File: config.mk
export PLATFORM = sky130hd
export DESIGN_NAME = ultimate_ttt_ctrl
export DESIGN_NICKNAME = d
export VERILOG_FILES = /design/src/rtl/ultimate_ttt_ctrl.sv
export SDC_FILE = /design/constraint.sdc
export NUM_CORES = 1
export LEC_CHECK = 0
export CAP_MARGIN = 10
export CORE_ASPECT_RATIO = 1.25
export CORE_MARGIN = 2
export CORE_UTILIZATION = 47
export DETAILED_ROUTE_END_ITERATION = 16
export PLACE_DENSITY = 0.86
export RECOVER_POWER = 100
export SKIP_LAST_GASP = 1
export SLEW_MARGIN = 20
export SYNTH_ARGS = -nofsm -noshare
export SYNTH_HDL_FRONTEND = slang
export SYNTH_SLANG_ARGS = --single-unit
File: constraint.sdc
create_clock -name Clk -period 5.2 [get_ports Clk]
set_input_delay 1.3 -clock Clk [delete_from_list [all_inputs] [get_ports Clk]]
set_output_delay 1.3 -clock Clk [all_outputs]
set_load 0.02 [all_outputs]
File: src/rtl/ultimate_ttt_ctrl.sv
// ultimate_ttt_ctrl: meta-board controller for ultimate tic-tac-toe.
// Routes buttons to one sub-board at a time, tracks the meta-board and decides the game outcome.
module ultimate_ttt_ctrl (
    input  logic        Clk,
    input  logic        reset,
    input  logic        restart,
    input  logic        BtnL,
    input  logic        BtnR,
    input  logic        BtnU,
    input  logic        BtnD,
    input  logic        BtnC,
    input  logic [8:0]  PM,
    input  logic [35:0] I_all,
    input  logic [8:0]  B1Won,
    input  logic [8:0]  B2Won,
    input  logic [8:0]  BFull,
    output logic [8:0]  active,
    output logic [8:0]  board_restart,
    output logic        Player,
    output logic [3:0]  sel_cursor,
    output logic [8:0]  M1,
    output logic [8:0]  M2,
    output logic        GameWon1,
    output logic        GameWon2,
    output logic        GameDraw
);

    typedef enum logic [2:0] {
        ST_INIT   = 3'd0,
        ST_SELECT = 3'd1,
        ST_PLAY   = 3'd2,
        ST_UPDATE = 3'd3,
        ST_DONE   = 3'd4
    } state_t;

    state_t      state_r, state_s;
    logic [8:0]  active_r, active_s;
    logic [8:0]  brst_r, brst_s;
    logic        player_r, player_s;
    logic [3:0]  cursor_r, cursor_s;
    logic [8:0]  m1_r, m1_s;
    logic [8:0]  m2_r, m2_s;
    logic        won1_r, won1_s;
    logic        won2_r, won2_s;
    logic        draw_r, draw_s;
    logic [3:0]  next_board_r, next_board_s;
    logic [3:0]  cur_board_r, cur_board_s;
    logic [8:0]  closed_s;
    logic        pm_hit_s;
    logic        line1_s;
    logic        line2_s;

    function automatic logic meta_line(input logic [8:0] m);
        meta_line = (m[0] & m[1] & m[2]) | (m[3] & m[4] & m[5]) | (m[6] & m[7] & m[8]) |
                    (m[0] & m[3] & m[6]) | (m[1] & m[4] & m[7]) | (m[2] & m[5] & m[8]) |
                    (m[0] & m[4] & m[8]) | (m[2] & m[4] & m[6]);
    endfunction

    function automatic logic [8:0] onehot9(input logic [3:0] idx);
        onehot9 = 9'd0;
        if (idx <= 4'd8) begin
            onehot9[idx] = 1'b1;
        end else begin
            onehot9 = 9'd0;
        end
    endfunction

    // Indices beyond the grid count as closed so they fall back to free choice.
    function automatic logic board_open(input logic [8:0] closed, input logic [3:0] idx);
        if (idx <= 4'd8) begin
            board_open = ~closed[idx];
        end else begin
            board_open = 1'b0;
        end
    endfunction

    function automatic logic at_left(input logic [3:0] idx);
        case (idx)
            4'd0, 4'd3, 4'd6: at_left = 1'b1;
            default:          at_left = 1'b0;
        endcase
    endfunction

    function automatic logic at_right(input logic [3:0] idx);
        case (idx)
            4'd2, 4'd5, 4'd8: at_right = 1'b1;
            default:          at_right = 1'b0;
        endcase
    endfunction

    assign closed_s = B1Won | B2Won | BFull;
    assign pm_hit_s = |(PM & active_r);
    assign line1_s  = meta_line(B1Won);
    assign line2_s  = meta_line(B2Won);

    // Next-state and next-output logic for the game controller.
    always_comb begin
        state_s      = state_r;
        active_s     = active_r;
        brst_s       = 9'd0;
        player_s     = player_r;
        cursor_s     = cursor_r;
        m1_s         = m1_r;
        m2_s         = m2_r;
        won1_s       = won1_r;
        won2_s       = won2_r;
        draw_s       = draw_r;
        next_board_s = next_board_r;
        cur_board_s  = cur_board_r;
        case (state_r)
            ST_INIT: begin
                active_s = 9'd0;
                state_s  = ST_SELECT;
            end
            ST_SELECT: begin
                active_s = 9'd0;
                if (BtnC) begin
                    if (board_open(closed_s, cursor_r)) begin
                        active_s    = onehot9(cursor_r);
                        cur_board_s = cursor_r;
                        state_s     = ST_PLAY;
                    end else begin
                        state_s = ST_SELECT;
                    end
                end else if (BtnU) begin
                    if (cursor_r >= 4'd3) cursor_s = cursor_r - 4'd3;
                    else                  cursor_s = cursor_r;
                end else if (BtnD) begin
                    if (cursor_r <= 4'd5) cursor_s = cursor_r + 4'd3;
                    else                  cursor_s = cursor_r;
                end else if (BtnL) begin
                    if (!at_left(cursor_r)) cursor_s = cursor_r - 4'd1;
                    else                    cursor_s = cursor_r;
                end else if (BtnR) begin
                    if (!at_right(cursor_r)) cursor_s = cursor_r + 4'd1;
                    else                     cursor_s = cursor_r;
                end else begin
                    cursor_s = cursor_r;
                end
            end
            ST_PLAY: begin
                if (pm_hit_s) begin
                    next_board_s = I_all[{cur_board_r, 2'b00} +: 4];
                    active_s     = 9'd0;
                    state_s      = ST_UPDATE;
                end else begin
                    state_s = ST_PLAY;
                end
            end
            ST_UPDATE: begin
                m1_s     = B1Won;
                m2_s     = B2Won;
                player_s = ~player_r;
                active_s = 9'd0;
                if (line1_s || line2_s) begin
                    won1_s  = line1_s;
                    won2_s  = line2_s;
                    state_s = ST_DONE;
                end else if (&closed_s) begin
                    draw_s  = 1'b1;
                    state_s = ST_DONE;
                end else if (board_open(closed_s, next_board_r)) begin
                    active_s    = onehot9(next_board_r);
                    cur_board_s = next_board_r;
                    state_s     = ST_PLAY;
                end else begin
                    // An off-grid target keeps the previous cursor rather than pointing nowhere.
                    if (next_board_r <= 4'd8) cursor_s = next_board_r;
                    else                      cursor_s = cursor_r;
                    state_s = ST_SELECT;
                end
            end
            ST_DONE: begin
                active_s = 9'd0;
                state_s  = ST_DONE;
            end
            default: begin
                active_s = 9'd0;
                brst_s   = 9'h1FF;
                state_s  = ST_INIT;
            end
        endcase
    end

    // State and output registers; reset and restart both start a fresh game.
    always_ff @(posedge Clk) begin
        if (reset || restart) begin
            state_r      <= ST_INIT;
            active_r     <= 9'd0;
            brst_r       <= 9'h1FF;
            player_r     <= 1'b0;
            cursor_r     <= 4'd4;
            m1_r         <= 9'd0;
            m2_r         <= 9'd0;
            won1_r       <= 1'b0;
            won2_r       <= 1'b0;
            draw_r       <= 1'b0;
            next_board_r <= 4'd0;
            cur_board_r  <= 4'd0;
        end else begin
            state_r      <= state_s;
            active_r     <= active_s;
            brst_r       <= brst_s;
            player_r     <= player_s;
            cursor_r     <= cursor_s;
            m1_r         <= m1_s;
            m2_r         <= m2_s;
            won1_r       <= won1_s;
            won2_r       <= won2_s;
            draw_r       <= draw_s;
            next_board_r <= next_board_s;
            cur_board_r  <= cur_board_s;
        end
    end

    assign active        = active_r;
    assign board_restart = brst_r;
    assign Player        = player_r;
    assign sel_cursor    = cursor_r;
    assign M1            = m1_r;
    assign M2            = m2_r;
    assign GameWon1      = won1_r;
    assign GameWon2      = won2_r;
    assign GameDraw      = draw_r;

endmodule

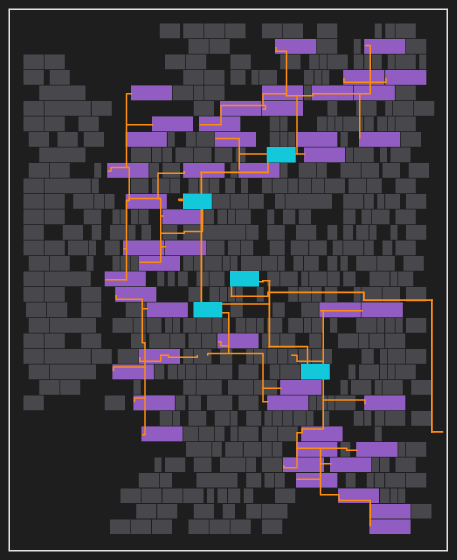
**Above:** run 1 (clock wires, drivers and flops).
cyan -> clock drivers  # count 5
purple -> flip-flops  # count 47
orange -> clock wires  # length 529 um
routed clock nets = 6

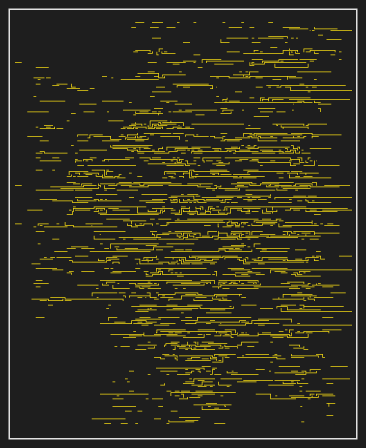
**Above:** run 1 (the metal 1 layer).
main direction = horizontal
longest straight run = 20.2 um
wire length on this layer = 3410 um
via count: 3394
met1 usage: 0.285
final WL: 9580 um

==> reports/results.ini, run 1 <==
[outcome]
outcome = finished, violations left
violations = capacitance limit, slew limit

[cells_and_area]
nNetsFinal = 565
n_antenna_cell = 0
drive_gt1_frac = 0.0628
area_growth_pct = 40.3
final_cells = 565

[final_timing]
finalCriticalPeriod_ns = 4.34
slew_headroom = -0.448
maxSlewViolCount = 40
finalCritPeriodShare = 0.834
tightest_slew_ns = 2.17
finalSetupViolCount = 0
skew_ns = 0.00226
finalHoldViolCount = 0
final.setup.tns_ns = 0
rsz0062_at_grt = no
max_clock_freq_mhz = 231

[die]
fp-utilization = 0.478
core-area_mm2 = 0.00648
num_rows = 33
die_w_um = 76.6
pin_count = 124
die_h_um = 94.8
dieArea_mm2 = 0.00726

[critical_path]
worst-path-stages = 8
crit_end = cur_board_r[2]
max_stage_delay_ns = 0.69
start_kind = input port
timing.rr.end = active[4]
cp_max_fo = 14
r2r_cells = 6
path_cells = dlygate4sd3_1, nor3_1, or4_2, nor4_1, nor4_1, nor2b_1, or3_2, o211a_1
cp_common_cell = nor4_1
critical_path.startpoint = B2Won[0]
arrival_ns = 4.54
crit_family = simple AND/OR/NAND/NOR gates
crit_required_ns = 5.40
cp-end-kind = flop
crit_buf_inv = 1
path_class = in -> reg
r2r_slack_ns = 2.05
r2r-start = state_r[2]
crit_slowest_cell = dlygate4sd3_1

[synth]
netlist_area_mm2 = 0.00310
floorplan.nets = 469
ys_seq_frac = 0.304
ys_cells = 381
synthCells = 381
yosysUniqueCellTypes = 59
syn_avg_cell_area_um2 = 8.13
synth_async_sr_flop_share = 0
ff_type = dfxtp_1
yosysWarnings = 0
ys_ff = 47
edf_count = 0
ys_chip_area_mm2 = 0.00310

[hold_path]
hp-class = reg -> reg
min_path_cells = 2
hold_end = M2[1]
hp-start = M2[1]

[clock_network]
cts_hold_buffers = 0
postCtsSetupRepairBufs = 0
clockRootBuffer = clkbuf_8
cts.sinks = 47
tritoncts = yes
numCtsBuffers = 5
clk_pin_slew_ns = 0.09
htree_num_levels = 2
clkLatencyLatePin_ns = 0.30
clock_path_buffers = 2
cts_resized = 0

[placed_design]
numPortBuffers = 123
dp_cells = 557
gp_congestion = 0.924
dpl.hpwl_um = 7450

[routing]
drtAntennaViolNets = 0
dr.pass1.iters = 8
drt_iter0_markers = 355
drc = 0
via_per_inst = 6.01
wl_per_cell_um = 17.0

[power_and_ir_drop]
cellPowerDensity_mw_per_mm2 = 178
peakVddDrop_uv = 103
power.leakage_nw = 1.57

[job]
max_cap_viol_count = 1
warnings = 30

[grt]
grt_pass1_vias = 3238
grt_max_degree = 40
grt_pass1_wl_um = 15300
overflow = 0
antenna_found_initial = 0

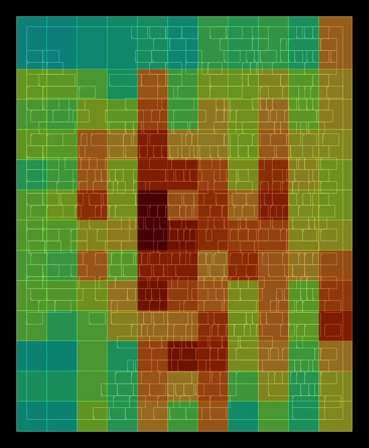
**Above:** run 1 (congestion heat map).
Post-Route Utilization: 0.671
GR Util All Layers: 0.261

## run 1: layer usage
metal | track usage | share of wire | vias to the layer above
met1 | 0.285 | 0.36 | 1552
met3 | 0.0669 | 0.099 | 34
met2 | 0.481 | 0.51 | 213
li1 | - | - | 1595
met5 | 0 | 0 | -
met4 | 0.111 | 0.030 | 0
## run 1: kinds of logic (layout without fill, tap and decap cells)
family,after synthesis,count (layout),synth area share
AOI/OAI and AO/OA,108,108,0.229
xor gates and xnor gates,4,4,0.0113
muxes,20,20,0.101
DFF,47,47,0.304
adders and majority gates,8,8,0.0347
and+or+nand+nor,153,153,0.256
buffers and inverters,41,138,0.0646
## run 1: synthesized netlist by cell type, types with 7 or more instances
cell type | count | area [um^2]
or3_1 | 7 | 43.8
nor3_1 | 11 | 55.1
nor2_1 | 24 | 90.1
ha_1 | 7 | 87.6
nand2_1 | 57 | 214
mux2i_1 | 10 | 100
a21oi_1 | 46 | 230
nand3_1 | 12 | 60.1
a22o_1 | 8 | 70.1
buf_4 | 8 | 60.1
dfxtp_1 | 47 | 941
o21ai_0 | 12 | 60.1
clkbuf_1 | 17 | 63.8
mux4_2 | 9 | 203
## run 1: state kept, by name, summed over array words and instances, names as in the netlist
register       cells
sel_cursor         4
Player             1
state_r            3
GameWon1           1
cur_board_r        4
M2                 9
board_restart      1
GameDraw           1
M1                 9
GameWon2           1
active             9
next_board_r       4
## run 1: placed cells by master (no fill, tap or decap), types with 3 or more instances in the layout
cell / netlist / layout
a22o_1: 8 / 8
mux2i_1: 10 / 10
clkbuf_8: 0 / 5
clkdlybuf4s50_1: 0 / 77
a21oi_1: 46 / 46
nand3_1: 12 / 12
a32oi_1: 6 / 6
a211oi_1: 5 / 5
ha_1: 7 / 7
nor3b_1: 4 / 4
nor2b_1: 4 / 5
mux4_2: 9 / 9
dfxtp_1: 47 / 47
nor2_1: 24 / 23
inv_1: 6 / 6
nand3b_1: 4 / 4
xnor2_1: 4 / 4
or2_2: 4 / 3
nand2_1: 57 / 57
dlygate4sd3_1: 0 / 46
a22oi_1: 5 / 5
nor4_1: 6 / 8
o221ai_1: 3 / 3
nor3_1: 11 / 12
o21ai_0: 12 / 12
o211a_1: 3 / 3
a31oi_1: 3 / 3
o211ai_1: 3 / 3
nor4b_1: 3 / 3
or3_1: 7 / 7
nand2b_1: 4 / 4
## run 1: metrics by stage
stage                     total power [mW]  setup WS [ns]  utilization  hold WS [ns]  cell area [um^2]
after CTS                            0.780           1.57        0.676         0.460              4380
final                                0.774          0.862        0.671         0.455              4350
after detailed placement             0.518           1.27        0.659         0.447              4270
after global placement               0.516           1.31        0.659         0.443              4270
after global routing                 0.803          0.734        0.671         0.478              4350
after floorplan                      0.436           2.08            -         0.533              3100
## run 1: cell type report
type	instances	area, um^2
tap	87	109
clock buffer	5	68.8
multi-input combinational	293	1920
sequential	47	941
clock inverter	3	43.8
timing repair buffer	124	1240
inverter	6	22.5
fill	539	2130
## run 1: report_power, final
part	leakage [nW]	total, mW	internal (mW)	switching [mW]
Clock	0.0581	0.268	0.143	0.125
Combinational	1.13	0.141	0.0832	0.0579
Sequential	0.379	0.365	0.361	0.00383
**Run 1: port wiring**

The bar under the picture is 20 um long.
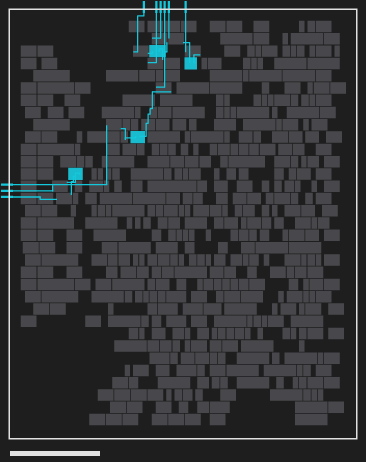

==> inputs of run 2 (changes only) <==
- CORE_UTILIZATION: 47 -> 40
- PLACE_DENSITY: 0.86 -> 0.78
- clock period: 5.2 -> 3.7 ns (I/O delays scaled with it)
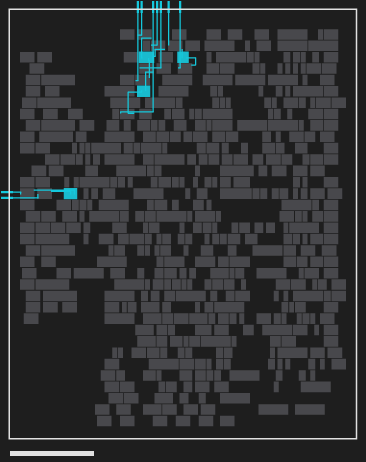
**Above:** run 2 (port wiring).
The bar under the picture is 20 um long.
cyan -> PM  # direction input, end cells 4, buffers 9, wire 172 um
PortBufs: 123
Ports: 124

==> run 2 against run 1 <==
  * The flow still finishes with violations (capacitance limit, slew limit)
  * Wire length is 5.4% higher
  * Global-route usage is 2.4 points lower
  * Die area increased by 17%
  * Worst setup slack worse by 0.50 ns
  * Synthesized cell count unchanged
  * Combinational power is 49% higher
  * First-iteration DRC count decreased by 19%
==> reports/results.ini, run 2 <==
[routing]
vias = 3428  ; was 3394
drt_wl_total_um = 10100  ; was 9580 um
wl_per_cell_um = 17.5  ; was 17.0 um
drc = 0  ; unchanged
dr.pass1.iters = 5  ; was 8

[die]
num_rows = 35  ; was 33
core-area_mm2 = 0.00744  ; was 0.00648 mm^2
fp-utilization = 0.416  ; was 0.478
die_w_um = 82.7  ; was 76.6 um
dieArea_mm2 = 0.00847  ; was 0.00726 mm^2

[hold_path]
min_path_cells = 2  ; unchanged
hp-start = M2[0]  ; was M2[1]
hold_end = M2[0]  ; was M2[1]
hp-class = reg -> reg  ; unchanged

[synth]
yosys-top-cells-count = nand2_1, dfxtp_1, a21oi_1  ; unchanged
ys_seq_frac = 0.304  ; unchanged
synth_top_cell_by_count = nand2_1  ; unchanged
yosysUniqueCellTypes = 59  ; unchanged
ys_chip_area_mm2 = 0.00310  ; unchanged
top_area_frac = 0.304  ; unchanged
floorplan.nets = 469  ; unchanged
area_leaders = dfxtp_1, a21oi_1, nand2_1  ; unchanged
syn_avg_cell_area_um2 = 8.13  ; unchanged
ys_ff = 47  ; unchanged
ff_type = dfxtp_1  ; unchanged
synthCells = 381  ; unchanged
top_area_cell = dfxtp_1  ; unchanged
synth_async_sr_flop_share = 0  ; unchanged
ys_cells = 381  ; unchanged
netlist_area_mm2 = 0.00310  ; unchanged
yosysWarnings = 0  ; unchanged

[cells_and_area]
final_cell_mix = clkdlybuf4s50_1, nand2_1, dfxtp_1, a21oi_1, dlygate4sd3_1  ; unchanged
nNetsFinal = 574  ; was 565
drive_gt1_frac = 0.0844  ; was 0.0628
n_antenna_cell = 0  ; unchanged

[power_and_ir_drop]
peakVddDrop_uv = 148  ; was 103 uV
clockPowerShare = 0.296  ; was 0.346
cellPowerDensity_mw_per_mm2 = 232  ; was 178 mW/mm^2
sequentialPowerShare = 0.499  ; was 0.471
p_comb_frac = 0.205  ; was 0.182
p_switching_uw = 266  ; was 187 uW
swShare = 0.260  ; was 0.241
power.leakage_nw = 1.60  ; was 1.57 nW

[critical_path]
r2r_slack_ns = 0.97  ; was 2.05 ns
timing.rr.end = cur_board_r[1]  ; was active[4]
max_stage_delay_ns = 0.60  ; was 0.69 ns
path_class = in -> reg  ; unchanged
cp_max_fo = 13  ; was 14
r2r_cells = 9  ; was 6
start_kind = input port  ; unchanged
arrival_ns = 3.53  ; was 4.54 ns

[clock_network]
cts_hold_buffers = 0  ; unchanged
clk_pin_slew_ns = 0.09  ; about the same
tritoncts = yes  ; unchanged
clockRootBuffer = clkbuf_8  ; unchanged
numCtsBuffers = 5  ; unchanged
htree_num_levels = 2  ; unchanged

[grt]
overflow = 0  ; unchanged
grt_pass1_vias = 3331  ; was 3238
antenna_found_initial = 0  ; unchanged
grt_max_degree = 40  ; unchanged

[final_timing]
finalHoldViolCount = 0  ; unchanged
final.setup.tns_ns = 0  ; unchanged
finalCriticalPeriod_ns = 3.34
maxSlewViolCount = 40  ; unchanged
skew_ns = 0.00708  ; was 0.00226 ns
rsz0062_at_grt = no  ; unchanged
tightest_slew_ns = 2.21  ; was 2.17 ns
slew_headroom = -0.473  ; was -0.448
max_clock_freq_mhz = 300
hold_slack_ns = 0.454  ; was 0.455 ns

[placed_design]
dpl.hpwl_um = 7820  ; was 7450 um

[job]
max_cap_viol_count = 1  ; unchanged
warnings = 30  ; unchanged

[outcome]
outcome = finished, violations left  ; unchanged
violations = capacitance limit, slew limit  ; unchanged

[run 2: netlist changes by cell type in the layout (fill, tap and decap cells not counted), sizes merged]
cell | previous run | this run
buf | 1 | 9
bufinv | 1 | 0
clkbuf | 5 | 6
[run 2: power by group through the flow]
stage	Sequential, mW	Combinational, mW	Clock [mW]
6_report	0.512	0.210	0.304
5_1_grt	0.513	0.225	0.335
4_1_cts	0.512	0.212	0.312
3_5_place_dp	0.524	0.211	0
3_3_place_gp	0.524	0.209	0
2_1_floorplan	0.524	0.0890	0
[run 2: kinds of logic (layout without fill, tap and decap cells)]
group	count (synthesis)	count (layout)	synth area share
adder cells (fa/ha/maj)	8	8	0.0347
multiplexers	20	20	0.101
AND/OR/NAND/NOR	153	153	0.256
buffers and inverters	41	146	0.0646
XOR/XNOR	4	4	0.0113
flip-flops	47	47	0.304
AND-OR/OR-AND	108	108	0.229
[run 2: layout make-up]
cell class	count	area, um^2
multi-input cells	293	1960
clock inverters	2	13.8
inverters	6	22.5
fillers	694	3020
flip-flops and latches	47	941
repair buffers	133	1300
well taps	92	115
clock buffers	5	68.8
[run 2: worst max-delay path: cells and delay by family]
| family | cells | cell delay [ns] |
|---|---|---|
| simple gates | 4 | 1.24 |
| compound gates | 3 | 0.76 |
| buf+inv | 1 | 0.60 |
[run 2: how the worst max path moves through the flow]
| stage | from | endpoint | slack, ns | cells past startpoint |
|---|---|---|---|---|
| 6_report | B2Won[8] | cur_board_r[1] | 0.36 | 8 |
| 5_1_grt | reset | active[4] | 0.21 | 4 |
| 4_1_cts | B2Won[8] | cur_board_r[1] | 0.48 | 8 |
| 3_5_place_dp | B2Won[8] | cur_board_r[1] | 0.18 | 8 |
| 3_3_place_gp | B1Won[5] | cur_board_r[2] | 0.23 | 8 |
| 2_1_floorplan | B2Won[8] | cur_board_r[0] | 0.96 | 8 |
[run 2: per-layer routing]
metal  part of all wire  global-route usage  wire [um]  vias up
li1                   -                   -          -     1618
met1               0.39               0.265       3950     1620
met2               0.50               0.438       5060      160
met3              0.072              0.0398        727       30
met4              0.036              0.0908        363        0
met5                  0                   0          0        -
[run 2: per-stage QoR]
stage	utilization	setup slack [ns]	cell area, um^2	power, mW	cells
floorplan	-	0.958	3100	0.613	381
global placement	0.584	0.231	4350	0.733	571
detailed placement	0.584	0.177	4350	0.735	571
CTS	0.595	0.480	4430	1.04	578
global route	0.594	0.209	4420	1.07	578
finish	0.594	0.365	4420	1.03	578
Power figures rest on the tool's default switching activity, not on a simulated workload.
